<file path="config.mk">
export PLATFORM = sky130hd
export DESIGN_NAME = pwm_multi
export DESIGN_NICKNAME = d
export VERILOG_FILES = /design/src/rtl/pwm_multi.sv
export SDC_FILE = /design/constraint.sdc
export NUM_CORES = 1
export LEC_CHECK = 0
export CORE_MARGIN = 2
export CORE_UTILIZATION = 60
export DETAILED_ROUTE_END_ITERATION = 6
export HOLD_SLACK_MARGIN = 0.1
export PLACE_DENSITY = 0.93
export SYNTH_ARGS = -nofsm -noshare
export SYNTH_HDL_FRONTEND = slang
export SYNTH_SLANG_ARGS = --single-unit
</file>
<file path="constraint.sdc">
create_clock -name clk -period 10.79 [get_ports clk]
set_input_delay 1.6185 -clock clk [delete_from_list [all_inputs] [get_ports clk]]
set_output_delay 1.6185 -clock clk [all_outputs]
set_load 0.05 [all_outputs]
</file>
<file path="src/rtl/pwm_multi.sv">
// pwm_multi: multi-channel PWM generator.
// All channels share one prescaler and one period counter. Each channel
// compares the counter against its own duty value and has its own polarity.
// Period, duty and mode are shadowed and reload only at period boundaries,
// so input changes never produce a partial or glitched pulse.
module pwm_multi #(
  parameter int CH    = 4,
  parameter int CNT_W = 16,
  parameter int DIV_W = 16
) (
  input  logic                  clk,
  input  logic                  rst,
  input  logic                  pwm_en,
  input  logic [DIV_W-1:0]      pwm_div,
  input  logic [CNT_W-1:0]      pwm_period,
  input  logic                  pwm_mode,
  input  logic [CH*CNT_W-1:0]   pwm_duty,
  input  logic [CH-1:0]         pwm_pol,
  output logic [CH-1:0]         pwm,
  output logic                  period_tick
);

  typedef enum logic {
    DIR_UP   = 1'b0,
    DIR_DOWN = 1'b1
  } dir_t;

  localparam logic [CNT_W-1:0] CNT_ONE = CNT_W'(1);

  logic [DIV_W-1:0]            presc;
  logic [CNT_W-1:0]            cnt;
  dir_t                        dir;
  logic [CNT_W-1:0]            sh_period;
  logic [CH-1:0][CNT_W-1:0]    sh_duty;
  logic                        sh_mode;
  logic                        tick;
  logic                        boundary;
  logic [CH-1:0]               raw;

  assign tick = pwm_en && (presc == pwm_div);

  // Boundary: edge mode wraps at cnt == P; center mode ends on the
  // downward zero (or on every tick when the period is zero).
  always_comb begin
    boundary = 1'b0;
    if (tick) begin
      if (!sh_mode)
        boundary = (cnt == sh_period);
      else
        boundary = (sh_period == '0) || ((cnt == '0) && (dir == DIR_DOWN));
    end
  end

  // Raw channel level: counter below duty, forced low when disabled or
  // when a zero-length center-aligned period is selected.
  always_comb begin
    raw = '0;
    for (int i = 0; i < CH; i++) begin
      raw[i] = pwm_en && !(sh_mode && (sh_period == '0)) && (cnt < sh_duty[i]);
    end
  end

  // Prescaler: counts 0..pwm_div, producing one tick per pwm_div+1 clocks.
  always_ff @(posedge clk or posedge rst) begin
    if (rst)
      presc <= '0;
    else if (!pwm_en || (presc == pwm_div))
      presc <= '0;
    else
      presc <= presc + DIV_W'(1);
  end

  // Period counter and direction; a boundary always restarts at 0 counting up.
  always_ff @(posedge clk or posedge rst) begin
    if (rst) begin
      cnt <= '0;
      dir <= DIR_UP;
    end else if (!pwm_en || boundary) begin
      cnt <= '0;
      dir <= DIR_UP;
    end else if (tick) begin
      if (!sh_mode) begin
        cnt <= cnt + CNT_ONE;
      end else if (dir == DIR_UP) begin
        if (cnt == sh_period - CNT_ONE)
          dir <= DIR_DOWN;
        else
          cnt <= cnt + CNT_ONE;
      end else begin
        cnt <= cnt - CNT_ONE;
      end
    end
  end

  // Shadow registers: track inputs while disabled, reload only at boundaries while enabled.
  always_ff @(posedge clk or posedge rst) begin
    if (rst) begin
      sh_period <= '0;
      sh_duty   <= '0;
      sh_mode   <= 1'b0;
    end else if (!pwm_en || boundary) begin
      sh_period <= pwm_period;
      sh_duty   <= pwm_duty;
      sh_mode   <= pwm_mode;
    end
  end

  // Registered outputs: polarity applied directly, period tick follows the boundary.
  always_ff @(posedge clk or posedge rst) begin
    if (rst) begin
      pwm         <= '0;
      period_tick <= 1'b0;
    end else begin
      pwm         <= raw ^ pwm_pol;
      period_tick <= boundary;
    end
  end

endmodule

</file>
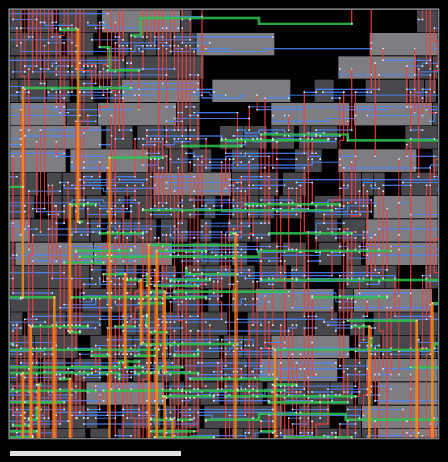
Run 1: close-up of the layout
Scale bar: 20 µm. Region (33, 56) to (83, 106) µm. Cells in gray, sequential cells in the stronger gray; small squares are vias.
green -> metal 3
orange -> metal 4
red -> metal 2
blue -> metal 1
sequential cells in the window = 28
cells with their middle in the window = 204
most frequent = dfrtp_1 (28), nor2_1 (17), nand2_1 (14)
netlist names of flops here include = cnt (14), presc (7), sh_duty (4)

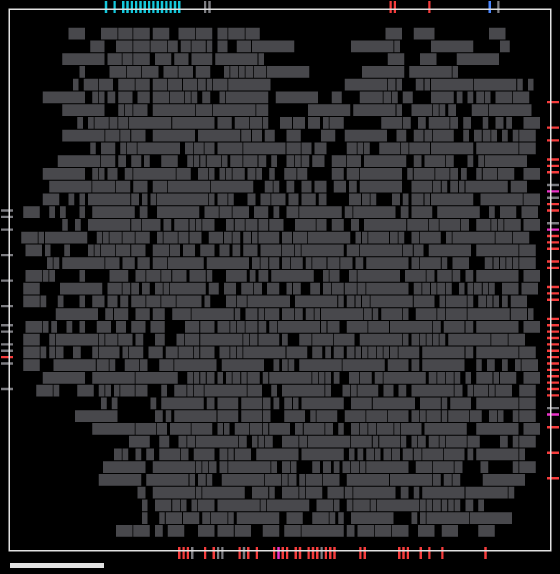
Run 1: pin map
Scale bar: 20 µm. Pins as bars across the die edge, other pins in gray.
red -> pwm_duty  # pins 64, direction input, edge 32 right, 28 bottom, 3 top, 1 left
cyan -> pwm_div  # pins 16, direction input, edge top
blue -> rst  # pins 1, direction input, edge top
magenta -> pwm_pol  # pins 4, direction input, edge 3 right, 1 bottom
all pins by edge = 39 right, 34 bottom, 23 top, 13 left
DIE WIDTH: 115 µm
count of port buffers added during placement: 108

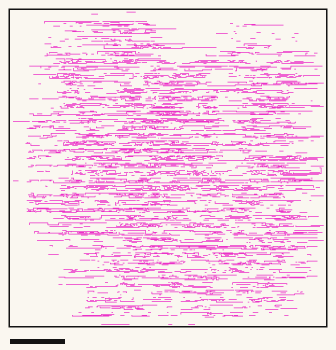
Run 1: met1 routing
Scale bar: 20 µm.
wire length on this layer = 7690 µm
share of all routed wire = 39%

-- run 1: per-stage QoR --
step / worst slack (ps) / instance area [µm²]
finish: 6300 / 9110
detailed placement: 5930 / 8560
global route: 6100 / 9110
CTS: 6340 / 9110
floorplan: 6010 / 7420
global placement: 6070 / 8560
-- run 1: flip-flops by register name, indices dropped and copies added, names as in the netlist --
register	flops
sh_duty	64
cnt	16
pwm	4
dir	1
sh_mode	1
period_tick	1
sh_period	16
presc	16
-- run 1: kinds of logic after synthesis --
| family | count (synthesis) | synth area share (%) |
|---|---|---|
| xor gates and xnor gates | 57 | 6.73 |
| muxes | 3 | 0.489 |
| adders and majority gates | 65 | 11.0 |
| AOI/OAI and AO/OA | 175 | 14.5 |
| DFF | 119 | 40.1 |
| buffers and inverters | 114 | 6.16 |
| and+or+nand+nor | 321 | 21.0 |
-- run 1: final cells by class --
class	count	area, µm²
inverter	71	269
multi-input combinational	621	3990
clock buffer	22	474
clock inverter	10	77.6
tap	168	210
sequential	119	2980
timing repair buffer	112	1110
fill	797	2950
-- run 1: cells in the final DEF (no fill, tap or decap), types with 4 or more instances in the layout --
cell type                         synthesis  layout
sky130_fd_sc_hd__a2111oi_0                4       4
sky130_fd_sc_hd__a32oi_1                  5       5
sky130_fd_sc_hd__dfrtp_1                119     119
sky130_fd_sc_hd__inv_1                   71      70
sky130_fd_sc_hd__a22oi_1                  4       4
sky130_fd_sc_hd__or4_1                   15      15
sky130_fd_sc_hd__nand3_1                 24      24
sky130_fd_sc_hd__clkinv_2                 0       8
sky130_fd_sc_hd__o211ai_1                15      15
sky130_fd_sc_hd__ha_1                    65      65
sky130_fd_sc_hd__nor2_1                  44      44
sky130_fd_sc_hd__a211oi_1                 6       6
sky130_fd_sc_hd__o21ai_0                 88      88
sky130_fd_sc_hd__o41ai_1                  5       5
sky130_fd_sc_hd__clkbuf_16                0      17
sky130_fd_sc_hd__xor2_1                  41      41
sky130_fd_sc_hd__nand4_1                 12      12
sky130_fd_sc_hd__nand2_1                146     146
sky130_fd_sc_hd__a21oi_1                 23      23
sky130_fd_sc_hd__nand2b_1                 9       9
sky130_fd_sc_hd__nor3_1                  19      19
sky130_fd_sc_hd__buf_4                    0       4
sky130_fd_sc_hd__xnor2_1                 16      16
sky130_fd_sc_hd__nor4_1                  12      12
sky130_fd_sc_hd__and3_1                  11      11
sky130_fd_sc_hd__a21o_1                   8       7
sky130_fd_sc_hd__nor2b_1                  7       7
sky130_fd_sc_hd__clkdlybuf4s50_1          0     108
sky130_fd_sc_hd__and2_1                   4       4
-- run 1: tightest hold or removal path, delay by kind of cell, from the launching register on --
family,cells,cell delay (ps)
flops,1,350
simple gates,2,100
-- run 1: power groups by stage --
stage                     clock network (mW)  registers [mW]  logic [mW]
after floorplan                            0           0.525       0.223
after global placement                     0           0.553       0.291
after detailed placement                   0           0.555       0.307
after CTS                              0.530           0.548       0.318
after global routing                   0.554           0.556       0.364
final                                  0.529           0.552       0.321
-- run 1: layer usage --
layer / routed length (µm) / global-route usage, %
met1: 7690 / 38.0
met5: 0 / 0
met4: 1160 / 19.8
met3: 1650 / 8.07
met2: 9280 / 51.7
==> results.ini, run 1 <==
[pwr]
post-layout-total-power_mw = 1.40
power.sequential.fraction_pct = 39.4
swShare_pct = 31.4
static-leakage-power_nw = 4.24
p_sw_uw = 440
irDropWorstVdd_mv = 0.112
clock_power_share_pct = 37.8
cellInternalPower_uw = 961
power.density_cell_area_mw_per_mm2 = 154
power_frac_comb_pct = 22.9

[clock_network]
cts_tree = built
cts.hold.buffers_added = 0
cts_buffers = 17
clock_sink_total = 119
worst_skew_pair.late_latency_ps = 430
clk_root_buffer_cell = sky130_fd_sc_hd__clkbuf_16
cts_htree_levels = 4
clkSlewWorstSetupHoldPaths_ps = 50
cts_setup_buffers = 0
cts-root-to-sink-buffers = 2
ctsResizeCount = 0

[worst_setup_path]
critical_path_class = input port to flop
cp_top_family = buffers and inverters
setup.worst_path.end_class = flop
cp_common_cell = sky130_fd_sc_hd__nor2_1
timing.critical_path.arrival_ps = 4810
timing.reg2reg.setup_slack_ps = 6950
cp-start-kind = input port
critPathRequiredTime_ps = 11110
cp_cell_sequence = clkdlybuf4s50_1 -> xor2_1 -> nor4_1 -> nand4_1 -> nor2_1 -> a21o_4 -> buf_4 -> nor2_1 -> a22o_1 -> a21o_1
critical_path.reg2reg.startpoint = sh_period[0]
critical_path.n_buffers_inverters = 2
critical_path.reg2reg.endpoint = cnt[8]
critPathMaxFanout = 111
cp.depth = 10
crit_path_largest_cell_delay_ps = 820
r2r_cells = 11
timing.critical_path.from = pwm_div[8]
cpMaxStageDelayCell = sky130_fd_sc_hd__buf_4
critical_path.endpoint = cnt[8]

[floorplanning]
die_area_mm2 = 0.0133
io_pins = 109
fp_util_pct = 61.5
design.core.area_mm2 = 0.0121
row_count = 40

[synth]
syn-num-nets = 1023
ys_warn_count = 0
edf_count = 0
yosysTopAreaCellShare_pct = 40.1
yosys.stat.seqShare_pct = 40.1
ys_top_cells_by_area = sky130_fd_sc_hd__dfrtp_1 40%, sky130_fd_sc_hd__ha_1 11%, sky130_fd_sc_hd__nand2_1 7.4%
post_synth_num_cell_types = 57
synth_area_leader_cell = sky130_fd_sc_hd__dfrtp_1
numSynthFlops = 119
synth_top_flop_cell = sky130_fd_sc_hd__dfrtp_1
syn_area_mm2 = 0.00742
synth.yosys.num_cells = 854
ys_chip_area_mm2 = 0.00742
synth.most_common_cell = sky130_fd_sc_hd__nand2_1
post_synth_inst_count = 854
synthesis.area_per_instance_um2 = 8.69
synth_async_sr_flop_share_pct = 100
synth.top_cells.by_count = 146 x sky130_fd_sc_hd__nand2_1, 119 x sky130_fd_sc_hd__dfrtp_1, 88 x sky130_fd_sc_hd__o21ai_0, 71 x sky130_fd_sc_hd__inv_1, 65 x sky130_fd_sc_hd__ha_1

[place]
place_inst = 1091
place_congestion = 0.986
detailedPlacementHpwl_um = 13200

[timing]
final-setup-viol-count = 0
finalMaxSlewViolations = 0
rsz0062_at_grt = no
timing_hold_violations_final = 0
sum_of_negative_setup_slack_ps = 0
finClkSkew_ps = 6.43
slew-limit-headroom_pct = 28.5
finalClockPeriodUsage_pct = 41.6
max_slew.worst_pin.slew_ps = 1070
worst_hold_slack_ps = 480
finalCriticalPeriod_ps = 4490
clock.fmax_mhz = 223

[layout]
layout.nets = 1111
final_layout_size_suffix_gt1_share_pct = 4.92
antenna_cells = 0
layout.core_utilization_pct = 75.5
fin_cells = 1123
area.growth.synth_to_final_pct = 22.8

[job]
tool_warnings = 30
timing.max_cap.violations = 0

[worst_hold_path]
hold_path_startpoint = sh_duty[48]
min_path_cells = 2
worstHoldEndpoint = sh_duty[48]
worst_hold_path_type = flop to flop

[global_route]
track_usage_pct = 31.8
grt_first_pass_wirelength_um = 32600
first_global_vias = 6812
grt_antenna_before_repair = 0
grt_start_max_net_pins = 112
total_gr_overflow = 0

[routing]
num_vias = 6722
drc = 0
vias_per_cell = 5.99
wl_per_cell_um = 17.6
detail_route.iter0.violations = 792
detail-route-antenna-nets = 0
drt_pass1_iterations = 5
routed_wirelength_um = 19800

[status]
outcome = finished, final reports clean

Run 1, register map, names as in the netlist:
Scale bar: 20 µm. Other sequential cells in the stronger gray, the rest of the logic in the fainter gray.
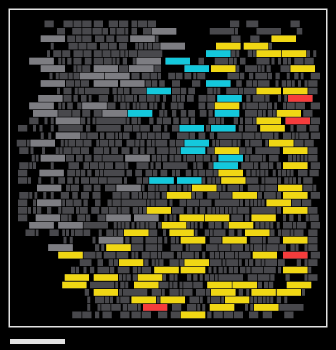

## Run 2: what changed since run 1
--- a/config.mk
+++ b/config.mk
@@ -6,10 +6,10 @@
 export NUM_CORES = 1
 export LEC_CHECK = 0
 export CORE_MARGIN = 2
-export CORE_UTILIZATION = 60
+export CORE_UTILIZATION = 55
 export DETAILED_ROUTE_END_ITERATION = 6
 export HOLD_SLACK_MARGIN = 0.1
-export PLACE_DENSITY = 0.93
+export PLACE_DENSITY = 0.87
 export SYNTH_ARGS = -nofsm -noshare
 export SYNTH_HDL_FRONTEND = slang
 export SYNTH_SLANG_ARGS = --single-unit
==> constraint.sdc (replaced) <==
create_clock -name clk -period 4.5 [get_ports clk]
set_input_delay 0.675 -clock clk [delete_from_list [all_inputs] [get_ports clk]]
set_output_delay 0.675 -clock clk [all_outputs]
set_load 0.05 [all_outputs]
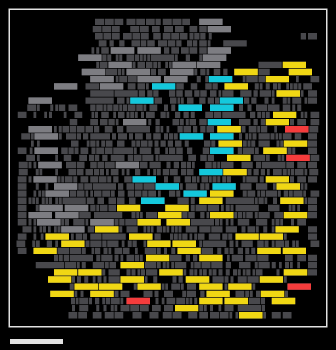
Run 2: register map, names as in the netlist
Scale bar: 20 µm. Other sequential cells in the stronger gray, the rest of the logic in the fainter gray.
yellow -> sh_duty  # placed flops 64
red -> pwm  # placed flops 4
cyan -> cnt  # placed flops 16
Seq. cell area: 0.00298 mm²
seq pwr: 1.32 mW
Final Util: 70.0%
fraction of area in registers: 32.3%

==> run 2 against run 1 <==
Compared with the run above:
- core utilization decreased by 5.6 points
- first-iteration DRC count fell by 31%
- via count fell by 1.4%
- combinational power rose by 140%
- non-clock buffer count is 5 higher
- count of clock-buffer cells in the layout shrank 3
- power grew to 2.5 times the previous value
- critical path type is now flop to flop
- critical endpoint is now cnt[2]
- largest power group is now the clock network
==> results.ini, run 2 <==
[layout]
antenna_cells = 0
area.growth.synth_to_final_pct = 24.4
fillers = 975
layout.cells.most_common_list = 146 x sky130_fd_sc_hd__nand2_1, 119 x sky130_fd_sc_hd__dfrtp_1, 108 x sky130_fd_sc_hd__clkdlybuf4s50_1, 88 x sky130_fd_sc_hd__o21ai_0, 70 x sky130_fd_sc_hd__inv_1
layout_top_cell_excl_fill_tap = sky130_fd_sc_hd__nand2_1
final_layout_size_suffix_gt1_share_pct = 5.52
top_register = sh_duty

[synth]
synth.yosys.num_cells = 854
syn_area_mm2 = 0.00742
post_synth_num_cell_types = 57
post_synth_inst_count = 854
synth_area_leader_cell = sky130_fd_sc_hd__dfrtp_1
synth.most_common_cell = sky130_fd_sc_hd__nand2_1
edf_count = 0
yosys.stat.seqShare_pct = 40.1
synth.top_cells.by_count = 146 x sky130_fd_sc_hd__nand2_1, 119 x sky130_fd_sc_hd__dfrtp_1, 88 x sky130_fd_sc_hd__o21ai_0, 71 x sky130_fd_sc_hd__inv_1, 65 x sky130_fd_sc_hd__ha_1
ys_warn_count = 0
numSynthFlops = 119
synthXorXnorAreaFrac_pct = 6.73
synthesis.area_per_instance_um2 = 8.69
yosys.area_share.aoi_pct = 14.5
syn-num-nets = 1023
synth_top_flop_cell = sky130_fd_sc_hd__dfrtp_1
yosys.area_share.adder_pct = 11.0
synth_async_sr_flop_share_pct = 100
ys_chip_area_mm2 = 0.00742
topCombFamilyByArea = simple AND/OR/NAND/NOR gates

[routing]
detail_route.iter0.violations = 547
highest-signal-layer = met4
wl_per_cell_um = 16.9
wl_met2_um = 8800
wl_met1_um = 8070
routed_wirelength_um = 19200
drc = 0
routed_wl_met3_um = 1570
drt_pass1_iterations = 5

[floorplanning]
die_area_mm2 = 0.0144
io_pins = 109
row_count = 42
design.core.area_mm2 = 0.0132

[timing]
max_slew.worst_pin.slew_ps = 1010
final-setup-viol-count = 0
finalMaxSlewViolations = 0
sum_of_negative_setup_slack_ps = 0
finalClockPeriodUsage_pct = 81.0
worst_hold_slack_ps = 471
slew-limit-headroom_pct = 32.7
rsz0062_at_grt = no
timing_hold_violations_final = 0
setup_slack_ps = 855
clock.fmax_mhz = 274
finalCriticalPeriod_ps = 3640

[clock_network]
cts_buffers = 17
worst_skew_pair.late_latency_ps = 430
cts.hold.buffers_added = 0
ctsResizeCount = 0
cts_setup_buffers = 0
clk_root_buffer_cell = sky130_fd_sc_hd__clkbuf_16
clock_sink_total = 119
clkSlewWorstSetupHoldPaths_ps = 60
cts_tree = built
cts-root-to-sink-buffers = 2

[worst_setup_path]
critical_path.reg2reg.endpoint = cnt[2]
critical_path.endpoint = cnt[2]
critPathRequiredTime_ps = 4840
critical_path_class = flop to flop
timing.reg2reg.setup_slack_ps = 860
critPathMaxFanout = 30
timing.critical_path.arrival_ps = 3980
r2r_cells = 10
critical_path.reg2reg.startpoint = sh_period[1]
cpMaxStageDelayCell = sky130_fd_sc_hd__or4_1
setup.worst_path.end_class = flop
cp_cell_sequence = inv_1 -> ha_1 -> or3b_1 -> nor3_1 -> mux2_2 -> a21oi_1 -> nor4_4 -> and4b_1 -> or4_1 -> o211ai_1

[global_route]
track_usage_pct = 28.0
grt_antenna_before_repair = 0
total_gr_overflow = 0
first_global_vias = 6617
grt_start_max_net_pins = 72

[status]
outcome = finished, final reports clean

[pwr]
clock_power_share_pct = 40.7
cellInternalPower_mw = 2.45
power.density_cell_area_mw_per_mm2 = 381
power.sequential.fraction_pct = 37.5
p_sw_mw = 1.07
static-leakage-power_nw = 4.28
post-layout-total-power_mw = 3.52
swShare_pct = 30.4
power_frac_comb_pct = 21.8
irDropWorstVdd_mv = 0.242

[place]
detailedPlacementHpwl_um = 13100

[worst_hold_path]
worst_hold_path_type = flop to flop

[job]
tool_warnings = 28

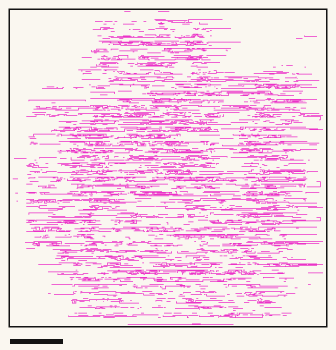
Run 2: met1 routing
Scale bar: 20 µm.
longest straight run = 40.0 µm
main direction = horizontal
share of all routed wire = 42%
nets with wire on the layer = 1023
detailed-route via count: 6625
grt met1 use: 35.4%

## run 2: cell counts after synthesis
No cell type changed its count.
## run 2: worst min-delay path by stage
stage | to | slack, ps | cells after the start
final | sh_duty[16] | 470 | 2
after global routing | sh_duty[16] | 500 | 2
after CTS | sh_duty[16] | 470 | 2
after detailed placement | sh_duty[16] | 460 | 2
after global placement | sh_duty[16] | 450 | 2
after floorplan | sh_duty[0] | 440 | 2
## run 2: logic make-up after synthesis
kind of cell	after synthesis
xor gates and xnor gates	57
AOI/OAI and AO/OA	175
muxes	3
buffers and inverters	114
adders and majority gates	65
DFF	119
and+or+nand+nor	321
## run 2: metal layers
metal,up-vias,GRT usage (%)
li1,3147,-
met2,295,43.9
met1,3115,35.4
met5,-,0
met3,68,7.27
met4,0,15.4
## run 2: power groups by stage
| stage | Combinational [mW] | Sequential, mW | Clock [mW] |
|---|---|---|---|
| 2_1_floorplan | 0.535 | 1.26 | 0 |
| 3_3_place_gp | 0.710 | 1.33 | 0 |
| 3_5_place_dp | 0.740 | 1.33 | 0 |
| 4_1_cts | 0.759 | 1.31 | 1.44 |
| 5_1_grt | 0.862 | 1.33 | 1.49 |
| 6_report | 0.766 | 1.32 | 1.43 |
## run 2: final cells by class
type | count | share of cell area, %
multi-input cells | 621 | 43.3
flip-flops and latches | 119 | 32.3
repair buffers | 117 | 12.4
clock buffers | 19 | 4.80
inverters | 71 | 2.92
well taps | 176 | 2.39
clock inverters | 13 | 1.93
## run 2: per-stage QoR
stage / area, µm² / instances
2_1_floorplan: 7420 / 854
3_5_place_dp: 8610 / 1104
5_1_grt: 9230 / 1136
4_1_cts: 9230 / 1136
3_3_place_gp: 8610 / 1104
6_report: 9230 / 1136
## run 2: worst max-delay path: cells and delay by family (launching register included)
kind            cells  cell delay (ps)
flops               1              420
fa+ha+maj           1              240
simple gates        5             2030
mux                 1              360
compound gates      2              380
buf+inv             1              120
Power figures rest on the tool's default switching activity, not on a simulated workload.
